===== config.mk =====
export PLATFORM = sky130hd
export DESIGN_NAME = mem_access_stage
export DESIGN_NICKNAME = d
export VERILOG_FILES = /design/src/rtl/mem_access_stage.sv
export SDC_FILE = /design/constraint.sdc
export NUM_CORES = 1
export LEC_CHECK = 0
export ABC_AREA = 1
export CAP_MARGIN = 20
export CORE_MARGIN = 4
export CORE_UTILIZATION = 34
export CTS_CLUSTER_SIZE = 12
export DETAILED_ROUTE_END_ITERATION = 8
export PLACE_DENSITY = 0.85
export SYNTH_ARGS = -nofsm -noshare
export SYNTH_HDL_FRONTEND = slang
export SYNTH_SLANG_ARGS = --single-unit

===== constraint.sdc =====
create_clock -name clk -period 4.3 [get_ports clk]
set_input_delay 0.86 -clock clk [delete_from_list [all_inputs] [get_ports clk]]
set_output_delay 0.86 -clock clk [all_outputs]
set_load 0.05 [all_outputs]

===== src/rtl/mem_access_stage.sv =====
// RV32I MEM stage: ALU results pass straight through; loads/stores run one req/gnt/rvalid
// bus transaction with byte-lane steering, load extension, upstream stall and a read timeout.
module mem_access_stage #(
  parameter int TIMEOUT = 16
) (
  input  logic        clk,
  input  logic        rst,
  input  logic        s_flag_i,
  input  logic        wb_en_i,
  input  logic [4:0]  rd_i,
  input  logic [31:0] alu_result_i,
  input  logic [31:0] store_data_i,
  input  logic        mem_rd_i,
  input  logic        mem_wr_i,
  input  logic [2:0]  funct3_i,
  output logic        dmem_req,
  output logic        dmem_we,
  output logic [31:0] dmem_addr,
  output logic [3:0]  dmem_be,
  output logic [31:0] dmem_wdata,
  input  logic        dmem_gnt,
  input  logic        dmem_rvalid,
  input  logic [31:0] dmem_rdata,
  output logic        stall_o,
  output logic        wb_en,
  output logic [4:0]  rd,
  output logic [31:0] result,
  output logic        s_flag_o,
  output logic        lsu_err_o
);

  localparam int CNT_W = $clog2(TIMEOUT + 1);
  localparam logic [CNT_W-1:0] CNT_LAST = CNT_W'(TIMEOUT - 1);

  typedef enum logic [1:0] {IDLE = 2'd0, WAIT_GNT = 2'd1, WAIT_RV = 2'd2} state_t;

  state_t           state_q, state_d;
  logic [CNT_W-1:0] cnt_q, cnt_d;

  logic memop, illegal, accept, req, stall, err, done, active;

  // Select the addressed lane, then sign- or zero-extend by funct3.
  function automatic logic [31:0] load_extract(input logic [31:0] rdata,
                                               input logic [1:0]  off,
                                               input logic [2:0]  f3);
    logic [31:0]        sh;
    logic signed [7:0]  b;
    logic signed [15:0] h;
    sh = rdata >> {off, 3'b000};
    b  = sh[7:0];
    h  = sh[15:0];
    case (f3)
      3'b000:  load_extract = {{24{b[7]}}, b};
      3'b001:  load_extract = {{16{h[15]}}, h};
      3'b100:  load_extract = {24'b0, sh[7:0]};
      3'b101:  load_extract = {16'b0, sh[15:0]};
      default: load_extract = rdata;
    endcase
  endfunction

  always_comb begin
    memop   = ~s_flag_i & (mem_rd_i | mem_wr_i);
    illegal = (funct3_i == 3'b011) | (funct3_i[2:1] == 2'b11) | (mem_rd_i & mem_wr_i)
            | ((funct3_i[1:0] == 2'b01) & alu_result_i[0])
            | ((funct3_i[1:0] == 2'b10) & (|alu_result_i[1:0]));

    dmem_we   = mem_wr_i;
    dmem_addr = {alu_result_i[31:2], 2'b00};
    case (funct3_i[1:0])
      2'b00: begin
        dmem_be    = 4'b0001 << alu_result_i[1:0];
        dmem_wdata = {4{store_data_i[7:0]}};
      end
      2'b01: begin
        dmem_be    = alu_result_i[1] ? 4'b1100 : 4'b0011;
        dmem_wdata = {2{store_data_i[15:0]}};
      end
      default: begin
        dmem_be    = 4'b1111;
        dmem_wdata = store_data_i;
      end
    endcase
  end

  always_comb begin
    state_d = state_q;
    cnt_d   = cnt_q;
    accept  = 1'b0;
    req     = 1'b0;
    stall   = 1'b0;
    err     = 1'b0;
    done    = 1'b0;
    case (state_q)
      IDLE: begin
        if (memop) begin
          if (illegal) begin
            err = 1'b1;
          end else begin
            req    = 1'b1;
            accept = 1'b1;
          end
        end
      end
      WAIT_GNT: begin
        req    = 1'b1;
        accept = 1'b1;
      end
      WAIT_RV: begin
        if (dmem_rvalid) begin
          done    = 1'b1;
          state_d = IDLE;
        end else if (cnt_q == CNT_LAST) begin
          err     = 1'b1;
          state_d = IDLE;
        end else begin
          stall = 1'b1;
          cnt_d = cnt_q + 1'b1;
        end
      end
      default: state_d = IDLE;
    endcase

    // A grant completes a store outright; a load moves on to wait for its data.
    if (accept) begin
      if (!dmem_gnt) begin
        stall   = 1'b1;
        state_d = WAIT_GNT;
      end else if (mem_wr_i) begin
        done    = 1'b1;
        state_d = IDLE;
      end else begin
        stall   = 1'b1;
        cnt_d   = '0;
        state_d = WAIT_RV;
      end
    end
  end

  always_comb begin
    active    = memop | (state_q != IDLE);
    dmem_req  = req & ~rst;
    stall_o   = stall & ~rst;
    lsu_err_o = err & ~rst;
    rd        = rd_i;
    if (active) begin
      s_flag_o = ~done;
      wb_en    = done & mem_rd_i & wb_en_i;
      result   = mem_rd_i ? load_extract(dmem_rdata, alu_result_i[1:0], funct3_i) : alu_result_i;
    end else begin
      s_flag_o = s_flag_i;
      wb_en    = wb_en_i & ~s_flag_i;
      result   = alu_result_i;
    end
  end

  always_ff @(posedge clk or posedge rst) begin
    if (rst) begin
      state_q <= IDLE;
      cnt_q   <= '0;
    end else begin
      state_q <= state_d;
      cnt_q   <= cnt_d;
    end
  end

endmodule


Figure 1. Routed metal, one color a layer (run 1).
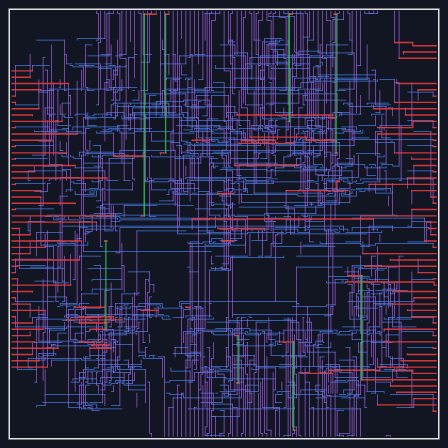
Purple shows M2, wire length 5190 um. Blue shows M1, wire length 3990 um. Red shows M3, wire length 944 um. Green shows M4, wire length 197 um.
Total Routed Length: 10.33 mm
gr usage total: 22.39%
wire length per cell after detailed routing: 14.65 um
DR vias: 3386

Figure 2. Selected gate families (run 1).
Scale bar: 20 um.
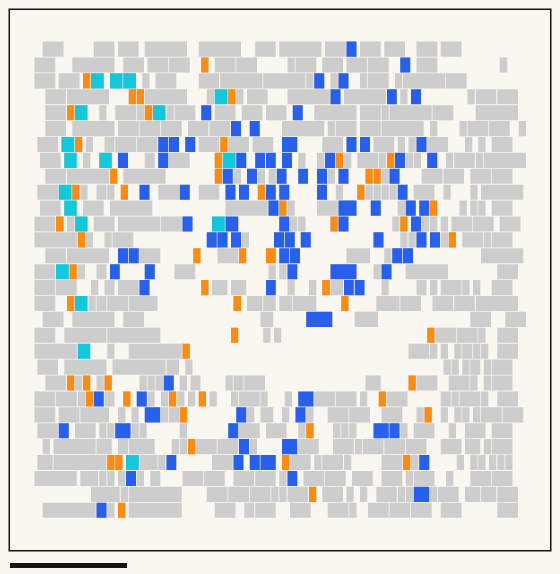
Blue shows aoi and oai cells, cells 100. Cyan shows and/or cells, cells 18. Orange shows inv cells, cells 58, where widely spread.
final std cells w/o fill: 705
fraction of area in multi-input gates: 34.36%
Commonest Layout Cell: sky130_fd_sc_hd__clkdlybuf4s50_1

Figure 3. Where the registers sit (run 1).
Other cells in gray.
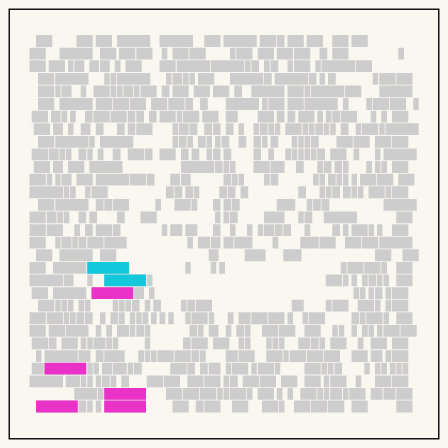
Cyan shows `state_q`, flops 2. Magenta shows `cnt_q`, flops 5, where bottom left.
flip-flop and latch area: 175.2 sq um
share of the core filled with cells in the final layout: 67.12%

Figure 4. Clock nets (run 1).
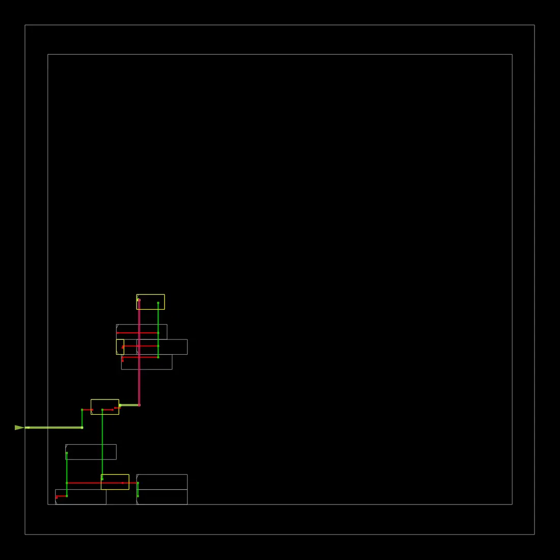
Flops: 7
clock latency on the worst-skew pair: 0.23 ns
total clock network power: 91.5 uW
clock sinks: 7

==> results.txt, run 1 <==
Implementation numbers.

- The highest ir drop seen on vdd is ~0.22 mV.
- The switching power of the nets is 540.7 uW.
- The area share of buffers outside the clock network is 53.51%.
- The clock transition at the registers of the reported paths is 0.04 ns.
- The tightest slew margin relative to the limit is 58.86%.
- Between the synthesized netlist and the finished layout, the area growth was recorded as 90.54%.
- The detailed router used layers up to and including met4.
- The share of total power dissipated in the clock network is 8.7%.
- After routing the design area is around 4600 sq um.
- The number of well-tap cells placed is between 90 and 100.
- The first global-routing pass estimated roughly 16 mm of wire.
- CTS built an H-tree with a depth of 1.
- The kind of critical path is in2out.
- The endpoint of the worst hold-timing path is cnt_q[4].
- After detailed routing, the met2 layer carries 5.193 mm of wire.
- The first TritonRoute pass finished after 5 iterations.
- STA lists the endpoint of the worst register-to-register path as cnt_q[0].
- Static timing analysis puts the maximum clock frequency at 261.9 MHz.
- The xor and xnor fraction of the mapped netlist area is 0.7239%.
- In this run the tools logged warnings totalling 26.
- Buffers inserted during clock tree synthesis total 3.
- The internal reg-to-reg setup slack is 2.87 ns.
- Counting instances, the worst hold path has a depth of 2.
- The ratio of total power to cell area is ~230 nW/um^2.
- The sequential power reported by the tool is 90.6 uW.
- The fraction of post-synthesis cell area in the top cell type by area is roughly 21%.
- The run finished with clean final reports.
- The post-synthesis share of cell area spent on full adders, half adders and majority gates is 0.5171%.
- The global route total overflow is 0.
- The post-cts hold buffer count is 0.
- The global-route track usage on met2 is a little over two fifths.
- The internal power is 507.0 uW.
- The average via count per standard cell is 4.803.
- The number of port buffers is 210.
- The power dissipated in combinational cells is 866 uW.
- Ranked by total area, the top cell class in this layout is non-clock buffers.
==> inputs of run 2 (changes only) <==
--- a/config.mk
+++ b/config.mk
@@ -6,7 +6,6 @@
 export NUM_CORES = 1
 export LEC_CHECK = 0
 export ABC_AREA = 1
-export CAP_MARGIN = 20
 export CORE_MARGIN = 4
 export CORE_UTILIZATION = 34
 export CTS_CLUSTER_SIZE = 12
Figure 5. Selected gate families (run 2).
Scale bar: 20 um.
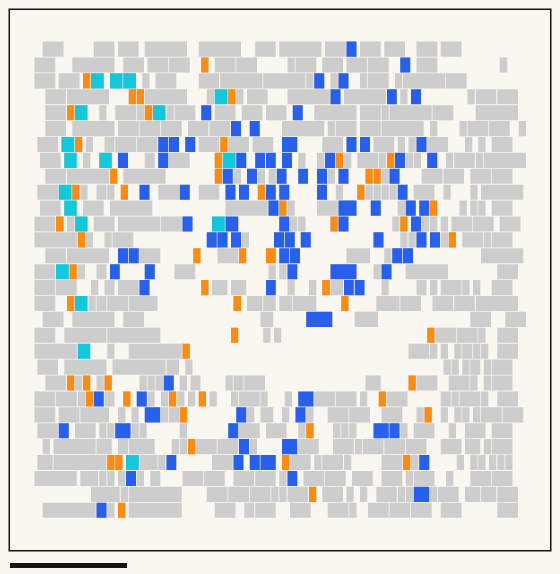

==> results.txt, run 2 <==
Implementation numbers.

- The tightest slew margin relative to the limit is 58.86% (unchanged).
- The final sequential cell count is 7 (unchanged).
- The count of cells along the worst hold path came to 2 (unchanged).
- The area taken by flip-flops and latches is 175.2 sq um (unchanged).
- Per the cell usage report, the commonest logic cells after layout are sky130_fd_sc_hd__clkdlybuf4s50_1 (170), sky130_fd_sc_hd__nand2_1 (133), sky130_fd_sc_hd__inv_1 (55), sky130_fd_sc_hd__a21oi_1 (49), sky130_fd_sc_hd__o21ai_0 (38).
- The switching power of the nets is 540.7 uW (unchanged).
- The clock share of power is 8.7% (about the same).
- The run finished with clean final reports.
- The power of the clock network was 91.5 uW (about the same).
- The proportion of cell area occupied by multi-input gates is 34.36% (unchanged).
- The average wire per standard cell was 14.65 um (unchanged).
- The global route total overflow is 0 (unchanged).
- The post-synthesis share of cell area spent on full adders, half adders and majority gates is 0.5171% (unchanged).
- The utilization after layout is 67.12% (unchanged).
- The clock latency on the worst-skew pair is 0.23 ns (about the same).
- The global-route usage over all layers is 22.39% (unchanged).
- The highest layer used for signal routing is met4.
- The fraction of post-synthesis cell area in the top cell type by area was 20.63% (unchanged).
- The highest attainable clock frequency is 261.9 MHz (unchanged).
- The endpoint of the worst hold-timing path is cnt_q[4].
- The dominant kind of cell by area is non-clock buffers.
- The TritonCTS buffer count came to 3 (unchanged).
- The overall via count from detail_route was 3386 (unchanged).
- The total tool warning count is 26 (unchanged).
- The total iterations of the first detailed-routing run is 5 (unchanged).
- The power dissipated in combinational cells is 866 uW (about the same).
- The xor and xnor fraction of the mapped netlist area is 0.7239% (unchanged).
- The area growth from synthesis to layout is 90.54% (unchanged).
- The wire length of the first global-routing pass was 15.92 mm (unchanged).
- The kind of critical path is in2out.
- The number of port buffers is 210 (unchanged).
- The total length of routed wires is 10.33 mm (unchanged).
- The average via count per standard cell is 4.803 (unchanged).
- The final non-filler cell area came to 4611 sq um (unchanged).
- The most common logic cell in the routed design is sky130_fd_sc_hd__clkdlybuf4s50_1.
- The number of cells in the finished layout apart from fillers came to 705 (unchanged).
- The group drawing the most power is combinational cells.
- The clock sink count is 7 (unchanged).
Figure 6. Routed metal, one color a layer (run 2).
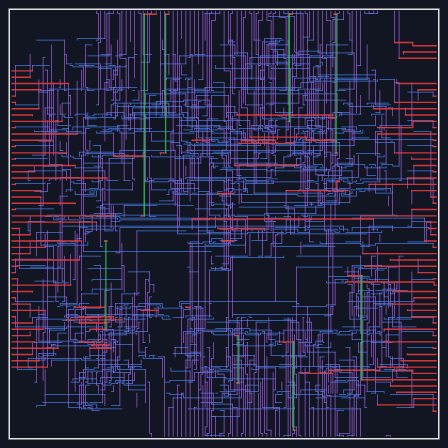

==> inputs of run 3 (changes only) <==
--- a/config.mk
+++ b/config.mk
@@ -7,10 +7,11 @@
 export LEC_CHECK = 0
 export ABC_AREA = 1
 export CORE_MARGIN = 4
-export CORE_UTILIZATION = 34
+export CORE_UTILIZATION = 35
+export CTS_BUF_LIST = sky130_fd_sc_hd__clkbuf_8
 export CTS_CLUSTER_SIZE = 12
 export DETAILED_ROUTE_END_ITERATION = 8
-export PLACE_DENSITY = 0.85
+export PLACE_DENSITY = 0.87
 export SYNTH_ARGS = -nofsm -noshare
 export SYNTH_HDL_FRONTEND = slang
 export SYNTH_SLANG_ARGS = --single-unit
Figure 7. Routed metal, one color a layer (run 3).
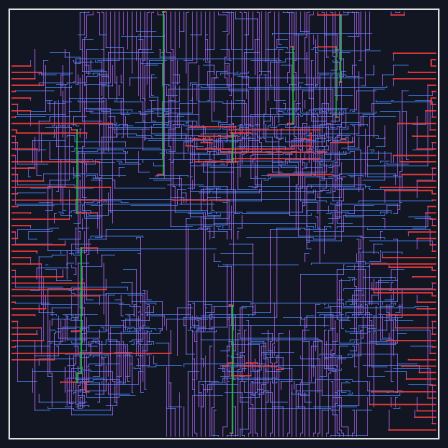
gr usage total: 23.56%
Total Routed Length: 10.29 mm
DR vias: 3436

==> results.txt, run 3 <==
Implementation numbers.

- The flow ran to the end, and the final reports show no timing, DRC or antenna violations.
- The max capacitance violation total is 0.
- The flip-flop count of the largest register, all copies and words added is 5.
- The highest attainable clock frequency is 259.4 MHz (-0.96%).
- The xor and xnor fraction of the mapped netlist area is 0.7239% (unchanged).
- The sequential share of the synthesized area is 7.239%.
- The power dissipated in combinational cells is 867 uW (about the same).
- The global route total overflow is 0 (unchanged).
- The area taken by flip-flops and latches is 175.2 sq um (unchanged).
- Ranking logic cells in the layout by count gives the top entries sky130_fd_sc_hd__clkdlybuf4s50_1 (170), sky130_fd_sc_hd__nand2_1 (133), sky130_fd_sc_hd__inv_1 (56), sky130_fd_sc_hd__a21oi_1 (49), sky130_fd_sc_hd__o21ai_0 (38).
- The number of port buffers was 210 (unchanged).
- After synthesis, the share of cell area in mux cells is 0%.
- The utilization after layout was 67.94% (+0.82 points).
- The endpoint of the worst hold-timing path is cnt_q[4].
- The clock sink count is 7 (unchanged).
- The average wire per standard cell is 14.94 um (+2.0%).
- The fraction of post-synthesis cell area in the top cell type by area is 20.63% (unchanged).
- The total tool warning count came to 26 (unchanged).
- The power of the clock network is 90.8 uW (-0.8%).
- The average via count per standard cell is 4.987 (+3.8%).
- Per the synthesis report, the AND-OR/OR-AND share of the synthesized area is between 20% and 30%.
- The clock latency on the worst-skew pair is 0.23 ns (about the same).
- The global placement routability congestion is 0.8716.
- The proportion of cell area occupied by multi-input gates was 34.51% (+0.15 points).
- The clock share of power came to 8.6% (about the same).
- Between the synthesized netlist and the finished layout, the area growth was recorded as 89.71%.
- The number of multi-input combinational cells in the layout is 326.
- The switching power of the nets came to 545.2 uW (+0.83%).
- The TritonCTS buffer count came to 3 (unchanged).
- The tightest slew margin relative to the limit was 60.27% (+1.4 points).
- The most common logic cell in the routed design is sky130_fd_sc_hd__clkdlybuf4s50_1.
- The highest layer used for signal routing is met4.
- The HPWL after detailed placement is approximately 8.6 mm.
- The wire length of the first global-routing pass was 16.62 mm (+4.4%).
- The post-synthesis share of cell area spent on full adders, half adders and majority gates is 0.5171% (unchanged).
- The group drawing the most power is combinational cells.
- The fraction of layout instances using a drive strength above 1 is roughly 15%.
- The critical path endpoint has a required time of approximately 3.4 ns.
- The number of cells in the finished layout apart from fillers was 689 (-2.3%).
- The final sequential cell count was 7 (unchanged).
- The met1 usage is 28.54%.
- The count of cells along the worst hold path is 2 (unchanged).
- The largest cell class by area is non-clock buffers.
Power figures rest on the tool's default switching activity, not on a simulated workload.
